==> src/rtl/accum_cmd_issuer.sv <==
// Command issuer for a two-lane accumulator block: queues {lane,op} commands, issues one per
// cycle, and checks the block's delayed results and halt handshake against a shadow model.
module accum_cmd_issuer #(
   parameter int unsigned LAT   = 4,
   parameter int unsigned DEPTH = 4
) (
   input  logic            clk,
   input  logic            reset_n,
   input  logic            in_vld,
   output logic            in_rdy,
   input  logic            in_lane,
   input  logic [2:0]      in_op,
   output logic [1:0]      cmd_vld,
   output logic [1:0][2:0] opcode,
   input  logic [1:0][7:0] accum_out,
   input  logic            halt,
   output logic [1:0][7:0] exp_accum,
   output logic            mismatch,
   output logic [1:0]      err_lane,
   output logic            halted
);
   localparam int unsigned AW = $clog2(DEPTH);
   localparam int unsigned CW = $clog2(DEPTH + 1);
   localparam int unsigned LW = $clog2(LAT + 1);
   localparam int unsigned DW = 8;

   localparam logic [2:0] OP_INCR = 3'b001;
   localparam logic [2:0] OP_DECR = 3'b010;
   localparam logic [2:0] OP_COPY = 3'b100;
   localparam logic [2:0] OP_HALT = 3'b111;

   typedef enum logic [1:0] {S_RUN = 2'd0, S_DRAIN = 2'd1, S_HALTED = 2'd2} state_e;
   typedef struct packed {
      logic       lane;
      logic [2:0] op;
   } cmd_t;
   typedef struct packed {
      logic               chk;
      logic [1:0][DW-1:0] exp;
   } snap_t;

   state_e             state_q, state_d;
   cmd_t               fifo_q [DEPTH];
   logic [AW-1:0]      rd_ptr_q, rd_ptr_d, wr_ptr_q, wr_ptr_d;
   logic [CW-1:0]      count_q, count_d;
   logic               in_rdy_q, in_rdy_d;
   logic [1:0]         cmd_vld_q, cmd_vld_d;
   logic [1:0][2:0]    opcode_q, opcode_d;
   logic [1:0][DW-1:0] exp_q, exp_d;
   logic               mismatch_q, mismatch_d;
   logic [1:0]         err_q, err_d;
   logic               halted_q, halted_d;
   logic [LW-1:0]      drain_cnt_q, drain_cnt_d;
   snap_t              dly_q [LAT];
   cmd_t               head;
   logic               push, pop;

   assign head = fifo_q[rd_ptr_q];
   assign push = in_vld && in_rdy_q;
   assign pop  = (state_q == S_RUN) && (count_q != '0);

   always_ff @(posedge clk or negedge reset_n) begin
      if (!reset_n) state_q <= S_RUN;
      else          state_q <= state_d;
   end

   always_comb begin
      state_d = state_q;
      case (state_q)
         S_RUN:    if (pop && head.op == OP_HALT) state_d = S_DRAIN;
         S_DRAIN:  if (drain_cnt_q == '0) state_d = S_HALTED;
         S_HALTED: state_d = S_HALTED;
         default:  state_d = S_RUN;
      endcase
   end

   // Issue, shadow update, result/halt checking and FIFO bookkeeping; HALTED freezes all.
   always_comb begin
      cmd_vld_d   = '0;
      opcode_d    = '0;
      exp_d       = exp_q;
      mismatch_d  = mismatch_q;
      err_d       = err_q;
      halted_d    = halted_q;
      drain_cnt_d = drain_cnt_q;
      rd_ptr_d    = rd_ptr_q;
      wr_ptr_d    = wr_ptr_q;
      count_d     = count_q;
      if (state_q != S_HALTED) begin
         if (pop) begin
            cmd_vld_d[head.lane] = 1'b1;
            opcode_d[head.lane]  = head.op;
            case (head.op)
               OP_INCR: exp_d[head.lane] = exp_q[head.lane] + DW'(1);
               OP_DECR: exp_d[head.lane] = exp_q[head.lane] - DW'(1);
               OP_COPY: exp_d[head.lane] = exp_q[~head.lane];
               OP_HALT: drain_cnt_d      = LW'(LAT);
               default: ;
            endcase
         end
         if (dly_q[LAT-1].chk) begin
            for (int i = 0; i < 2; i++) begin
               if (accum_out[i] != dly_q[LAT-1].exp[i]) begin
                  err_d[i]   = 1'b1;
                  mismatch_d = 1'b1;
               end
            end
         end
         // Halt is only legal on the cycle the drain counter expires.
         if (state_q == S_DRAIN && drain_cnt_q == '0) begin
            halted_d = 1'b1;
            if (!halt) mismatch_d = 1'b1;
         end else if (halt) begin
            mismatch_d = 1'b1;
         end
         if (state_q == S_DRAIN && drain_cnt_q != '0) drain_cnt_d = drain_cnt_q - LW'(1);
         if (push) wr_ptr_d = wr_ptr_q + AW'(1);
         if (pop)  rd_ptr_d = rd_ptr_q + AW'(1);
         count_d = count_q + CW'(push) - CW'(pop);
      end
      if (state_d == S_HALTED) begin
         rd_ptr_d = '0;
         wr_ptr_d = '0;
         count_d  = '0;
      end
      in_rdy_d = (count_d != CW'(DEPTH)) && (state_d != S_HALTED);
   end

   always_ff @(posedge clk or negedge reset_n) begin
      if (!reset_n) begin
         rd_ptr_q    <= '0;
         wr_ptr_q    <= '0;
         count_q     <= '0;
         in_rdy_q    <= 1'b1;
         cmd_vld_q   <= '0;
         opcode_q    <= '0;
         exp_q       <= '0;
         mismatch_q  <= 1'b0;
         err_q       <= '0;
         halted_q    <= 1'b0;
         drain_cnt_q <= '0;
         for (int i = 0; i < LAT; i++) dly_q[i] <= '0;
      end else begin
         rd_ptr_q    <= rd_ptr_d;
         wr_ptr_q    <= wr_ptr_d;
         count_q     <= count_d;
         in_rdy_q    <= in_rdy_d;
         cmd_vld_q   <= cmd_vld_d;
         opcode_q    <= opcode_d;
         exp_q       <= exp_d;
         mismatch_q  <= mismatch_d;
         err_q       <= err_d;
         halted_q    <= halted_d;
         drain_cnt_q <= drain_cnt_d;
         // Snapshot taken during the drive cycle lines up with accum_out LAT cycles later.
         dly_q[0] <= '{chk: |cmd_vld_q, exp: exp_q};
         for (int i = 1; i < LAT; i++) dly_q[i] <= dly_q[i-1];
      end
   end

   always_ff @(posedge clk) begin
      if (push) fifo_q[wr_ptr_q] <= '{lane: in_lane, op: in_op};
   end

   assign in_rdy    = in_rdy_q;
   assign cmd_vld   = cmd_vld_q;
   assign opcode    = opcode_q;
   assign exp_accum = exp_q;
   assign mismatch  = mismatch_q;
   assign err_lane  = err_q;
   assign halted    = halted_q;
endmodule

==> config.mk <==
export PLATFORM = sky130hd
export DESIGN_NAME = accum_cmd_issuer
export DESIGN_NICKNAME = d
export VERILOG_FILES = /design/src/rtl/accum_cmd_issuer.sv
export SDC_FILE = /design/constraint.sdc
export NUM_CORES = 1
export LEC_CHECK = 0
export CAP_MARGIN = 10
export CORE_MARGIN = 5
export CORE_UTILIZATION = 40
export CTS_BUF_LIST = sky130_fd_sc_hd__clkbuf_2
export CTS_CLUSTER_DIAMETER = 30
export CTS_CLUSTER_SIZE = 20
export DETAILED_ROUTE_END_ITERATION = 7
export PLACE_DENSITY_LB_ADDON = 0.15
export SYNTH_ARGS = -nofsm -noshare
export SYNTH_HDL_FRONTEND = slang
export SYNTH_SLANG_ARGS = --single-unit
==> constraint.sdc <==
create_clock -name clk -period 3.6 [get_ports clk]
set_clock_uncertainty 0.15 [all_clocks]
set_input_delay 0.72 -clock clk [delete_from_list [all_inputs] [get_ports clk]]
set_output_delay 0.72 -clock clk [all_outputs]
set_load 0.02 [all_outputs]
Figure 1. Signal wires on met1 (run 1).
Bar = 50 um. Supply wires on this layer in gray.
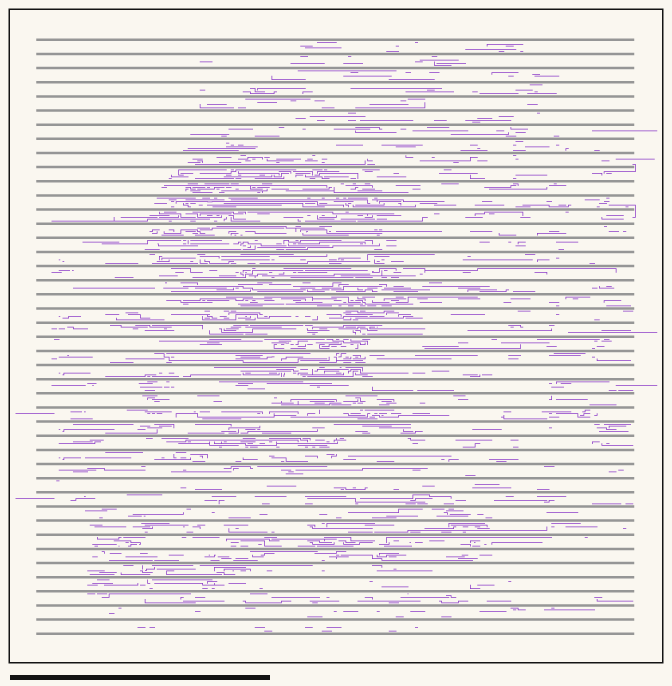
The layer holds 43% of the routed length. The layer carries 5050 um of wire. The longest straight run is 32.7 um.
Global Route met1 Usage: 20.32%
DR vias: 3663
Post-Route WL: 11780 um

Figure 2. M2 wires (run 1).
Cells faint in the background.
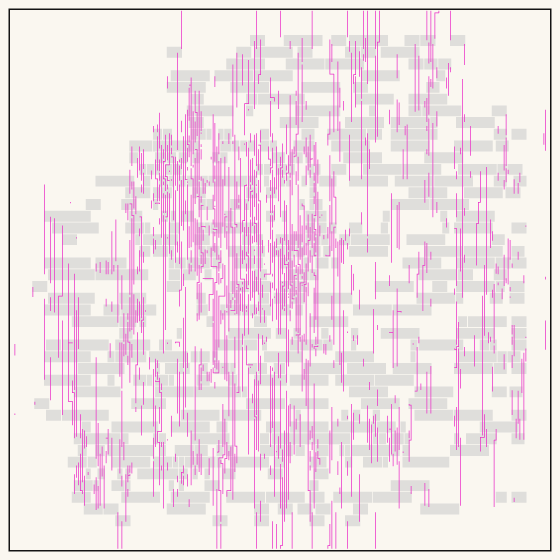
The layer holds 49% of the routed length. The layer carries 5720 um of wire. The wires run mostly vertical.
met2 Use GR: 24.95%

==> notes.md, run 1 <==
run metrics: run status=completed, area leader, netlist=dfrtp_1, M1 WL=5045 um, IO Port Bufs=52, total die area=15730 um2, DP HPWL=8289 um, Reg2Reg Depth=10, total combinational power=2.53 mW, Largest type area fraction=50.72%, Hold WC Path Type=register to register, WP data required=4030 ps, Worst EP arrival=3530 ps, fin nets=528, Internal=3.218 mW, crit path buf inv count=1, switching portion of total power=43.28%, Final GP Congestion=0.9268, initial antenna violation count=1, final worst path period share=86.15%, Slew headroom=47.59%, Crit. End Element=register, vias per std cell=5.363, Final setup viols=0, area of the core=13140 um2, main area contributors=dfrtp_1 (51%), edfxtp_1 (9.0%), xor2_1 (3.3%), Worst Hold Margin=208.6 ps, CTS root buf=clkbuf_2, syn_area_per_cell=12.22 um2, Top pwr grp=combinational cells, CTS buffer count=17, R2R Path Start=rd_ptr_q[0]$_DFFE_PN0P_, slowest stage delay, CP=670 ps, GRT Util Overall=15.85%, cell family with most CP delay=multiplexers, register share of total power=42.4%, Hold EP=dly_q[0]$_DFF_PN0_, top sig layer=met4, clock sink count=125, routed wl met3=756 um, distinct lib cells=62, placed cell count=649, Hold-fix buffers, CTS=1, hold path start=dly_q[17]$_DFF_PN0_, async set-or-reset flop fraction in the synthesized netlist=87.20%, vias in the first global route=3783, Sequential Power=2.41 mW, LEAKAGE=2.676 nW, Clock Power Share=13.0%, CP Cell Sequence=mux4_2, mux2i_1, inv_1, ha_1, nand3_1, nor3_1, a211o_1, a32o_1, a21oi_1, a22oi_2, clk pwr=739 uW, Max Freq=322.4 MHz, EDFF count, synth=16, wire per inst=17.25 um, Worst Max-Slew Pin Slew=781.9 ps, Fillers=1198, logic area=1946 um2, Combinational Power Share=44.6%, Worst Path Max Fanout=10, Reg clk slew, reported paths=180 ps, ys cells=436, Post-CTS Setup Inserts=0, PD cells=911.9 nW/um2, Synth Cell Area=5329 um2, Chip Area, Yosys=5329 um2, final period demand of the worst path=3101 ps, Area growth syn-to-layout=16.74%, Max VDD drop=0.4034 mV, GR Overflow Total=0, io pins=53, Final ANT Viol Nets=0, worst setup margin=498.6 ps, routed wl met2=5717 um, final non-filler cell total=683, pre-CTS setup slack=502.9 ps, Seq. cell area=3209 um2, crit path from=rd_ptr_q[0]$_DFFE_PN0P_, placed cell areas=6015 um2, largest net degree at the start of global routing=84, Fin. Hold Viols=0
Figure 3. Met3 routing (run 1).
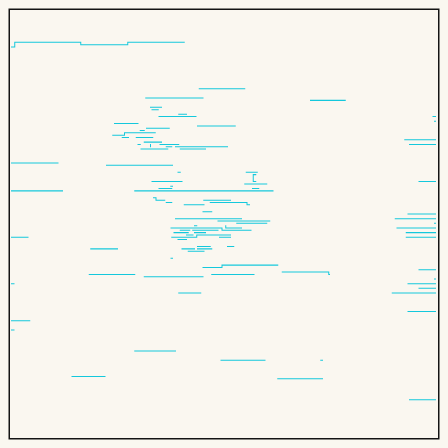
The layer carries 757 um of wire. 65 nets have wire on it. The wires run mostly horizontal. The longest straight run is 40.5 um. The layer holds 6.4% of the routed length.
met3 usage: 5.160%

run 1: cell families (layout without fill, tap and decap cells):
logic type / count (synthesis) / after routing / synth area share, %
mux: 19 / 19 / 4.672
xor+xnor: 29 / 29 / 4.766
buf+inv: 39 / 109 / 3.264
fa+ha+maj: 11 / 11 / 2.724
compound gates: 88 / 88 / 11.41
other cells: 0 / 1 / 0
simple gates: 125 / 125 / 12.94
flops: 125 / 125 / 60.23
run 1: layer usage:
metal	GRT usage (%)	up-vias
met5	0	-
met4	6.378	0
met3	5.160	28
met2	24.95	157
met1	20.32	1798
li1	-	1680
run 1: layout make-up:
class / count / area share [%]
antenna: 1 / 0.04023
timing repair buffer: 58 / 9.292
tap: 176 / 3.540
clock buffer: 19 / 1.529
multi-input combinational: 272 / 31.28
sequential: 125 / 51.59
inverter: 19 / 1.146
clock inverter: 13 / 1.589
run 1: worst register-to-register path, stage by stage (launching register included):
cell     delay, ps
dfrtp_1        670
mux4_2         640
mux2i_1        220
inv_1           70
ha_1           210
nand3_1        120
nor3_1          80
a211o_1        300
a32o_1         270
a21oi_1        180
a22oi_2        100
run 1: Yosys cell counts (all sizes together) (7+ instances only):
| cell type | count |
|---|---|
| dfrtp | 108 |
| clkbuf | 13 |
| buf | 7 |
| ha | 10 |
| o22ai | 9 |
| nand3 | 16 |
| nor4 | 10 |
| xnor2 | 9 |
| nand2 | 22 |
| xor2 | 20 |
| edfxtp | 16 |
| nor2 | 30 |
| a21oi | 15 |
| o21ai | 25 |
| mux2i | 11 |
| inv | 19 |
| nor3 | 11 |
| and3 | 9 |
Figure 4. Routing congestion map (run 1).
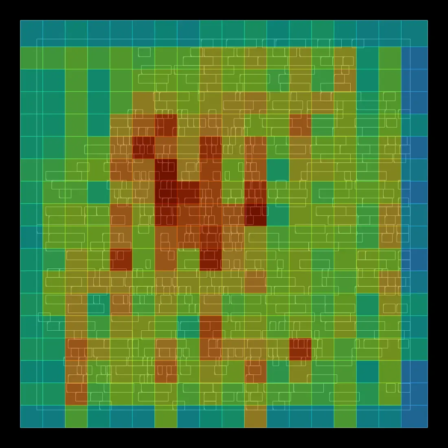

==> run 2: changes to the inputs <==
CAP_MARGIN = 0   (was 10)
RECOVER_POWER = 25   (was not set)
REMOVE_ABC_BUFFERS = 1   (was not set)
Figure 5. Routing congestion map (run 2).
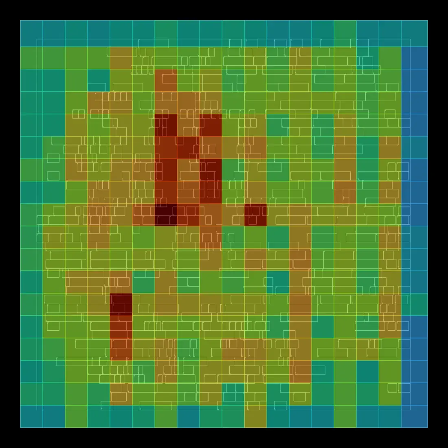
met2 Use GR: 25.30%
post-layout util: 47.43%
Global Route met1 Usage: 22.00%

Figure 6. Signal wires on met1 (run 2).
Bar = 50 um. Supply wires on this layer in gray.
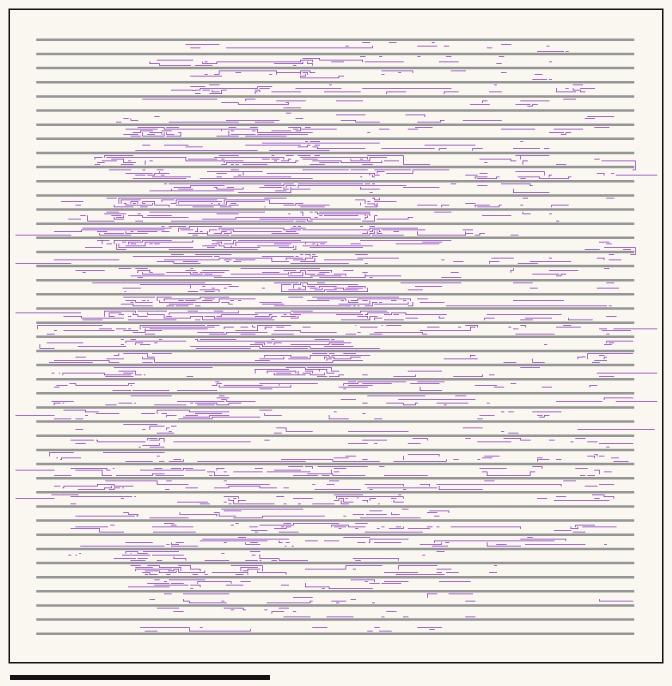
The wires run mostly horizontal. 485 nets have wire on it.
Post-Route WL: 12050 um
DR vias: 3593

==> notes.md, run 2 <==
run metrics: WP data required=4070 ps, logic share of the area=31.22%, syn_area_per_cell=12.22 um2, Max Freq=316.8 MHz, clock buffer count=17, Area growth syn-to-layout=16.93%, PD cells=911.6 nW/um2, largest net degree at the start of global routing=61, AO/OA Area Share=11.41%, non-clock buffer share of cell area=9.398%, RSZ-0062 raised after global routing=no, crit path buf inv count=1, async set-or-reset flop fraction in the synthesized netlist=87.20%, DP HPWL=8286 um, Slew headroom=48.93%, Final GP Congestion=0.8948, Fillers=1195, GRT Util Overall=16.43%, Signal buffers=59, top post-synthesis cells by count=dfrtp_1 (108), nor2_1 (29), nand2_1 (22), xor2_1 (20), inv_1 (19), #MultiIn Comb=272, placed cell areas=6022 um2, slowest stage delay, CP=700 ps, Hold WC Path Type=register to register, Seq/total area=51.51%, Synth Cell Area=5329 um2, ys cells=436, largest class=registers, XOR Share, Synth=4.766%, largest family of logic cells by area=simple AND/OR/NAND/NOR gates, total die area=15730 um2, pre-CTS setup slack=405.1 ps, area of the core=13140 um2, run status=completed, inverters=19, logic area=1946 um2, CTS root buf=clkbuf_2, final period demand of the worst path=3156 ps, clock sink count=125, worst setup margin=443.7 ps, simple share=12.94%, Max VDD drop=0.3823 mV, cell family with most CP delay=multiplexers, adder-cell share of the synthesized area=2.724%, Worst EP arrival=3630 ps, Largest type area fraction=50.72%, most common cell in the netlist=dfrtp_1, Crit. End Element=register, CP Cell Sequence=mux4_2, mux2i_1, inv_1, ha_1, nand3_1, nor3_1, a211o_1, a32o_1, a21oi_1, a22oi_2, io pins=53, final worst path period share=87.68%, initial antenna violation count=0, fraction of area in clock buffers and inverters=3.193%, CTS buffer count=17, MUX area fraction=4.672%, Worst Path Max Fanout=10, Post-CTS Setup Inserts=0, Design Area, Final=6231 um2, Worst Max-Slew Pin Slew=766.0 ps, Post-Synthesis Cells=436, Chip Area, Yosys=5329 um2, GR Overflow Total=0, fin nets=529, EDFF count, synth=16, area leader, netlist=dfrtp_1, vias in the first global route=3668
Figure 7. M2 wires (run 2).
Cells faint in the background.
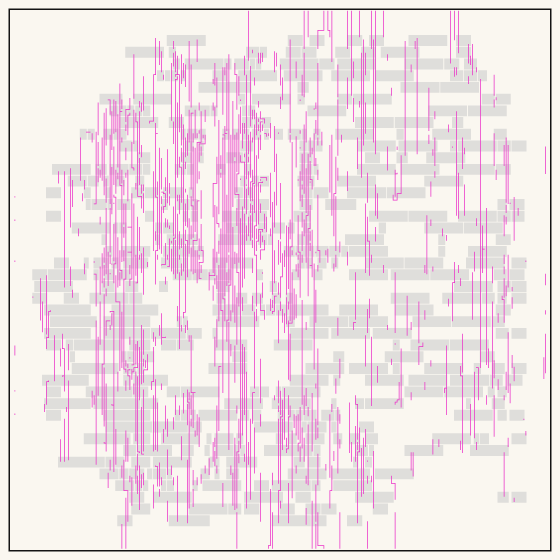
The layer holds 48% of the routed length. The longest straight run is 67.0 um. The layer carries 5780 um of wire.

[run 2: cell types whose count changed in the layout (fill, tap and decap cells not counted), sizes merged]
| cell | delta |
|---|---|
| bufinv | -1 |
| diode | -1 |
| dlygate4sd3 | +4 |
| clkinv | -3 |
| clkdlybuf4s50 | -4 |
| inv | +4 |
| clkbuf | -2 |
| clkinvlp | +2 |
| buf | +1 |
[run 2: power breakdown]
part	switching, mW	internal [mW]	leakage, nW	total, mW
logic	1.48	1.04	1.04	2.52
clock network	0.566	0.188	0.118	0.755
registers	0.468	1.94	1.51	2.41
total	2.51	3.17	2.68	5.68
[run 2: metrics by stage]
stage / hold WS [ps] / instances
after floorplan: 181.2 / 416
after global placement: 181.0 / 650
after detailed placement: 184.7 / 650
after CTS: 214.4 / 683
after global routing: 227.0 / 683
final: 209.7 / 683
[run 2: per-layer routing]
layer | GRT usage, % | vias to the layer above | wire (um)
met5 | 0 | - | 0
met4 | 5.931 | 0 | 147
met3 | 5.117 | 15 | 681
met2 | 25.30 | 96 | 5778
met1 | 22.00 | 1799 | 5439
li1 | - | 1683 | -
[run 2: path summary, 6_finish.rpt]
path                            cells past startpoint                      end                    start
worst min-delay path                                0      dly_q[50]$_DFF_PN0_      dly_q[67]$_DFF_PN0_
min in group asynchronous                           2  err_lane[0]$_DFFE_PN0P_                  reset_n
worst max register to register                     10                 register  rd_ptr_q[0]$_DFFE_PN0P_
worst min register to register                      0      dly_q[50]$_DFF_PN0_      dly_q[67]$_DFF_PN0_
max in group asynchronous                           3      dly_q[51]$_DFF_PN0_                  reset_n
worst max-delay path                               10                 register  rd_ptr_q[0]$_DFFE_PN0P_
[run 2: repair_timing]
action                                 4_1_cts  5_1_grt
hold buffers                                 1        0
resized                                      0        0
endpoints found under the hold margin       58        0
Power is estimated from default activity; no workload was simulated.
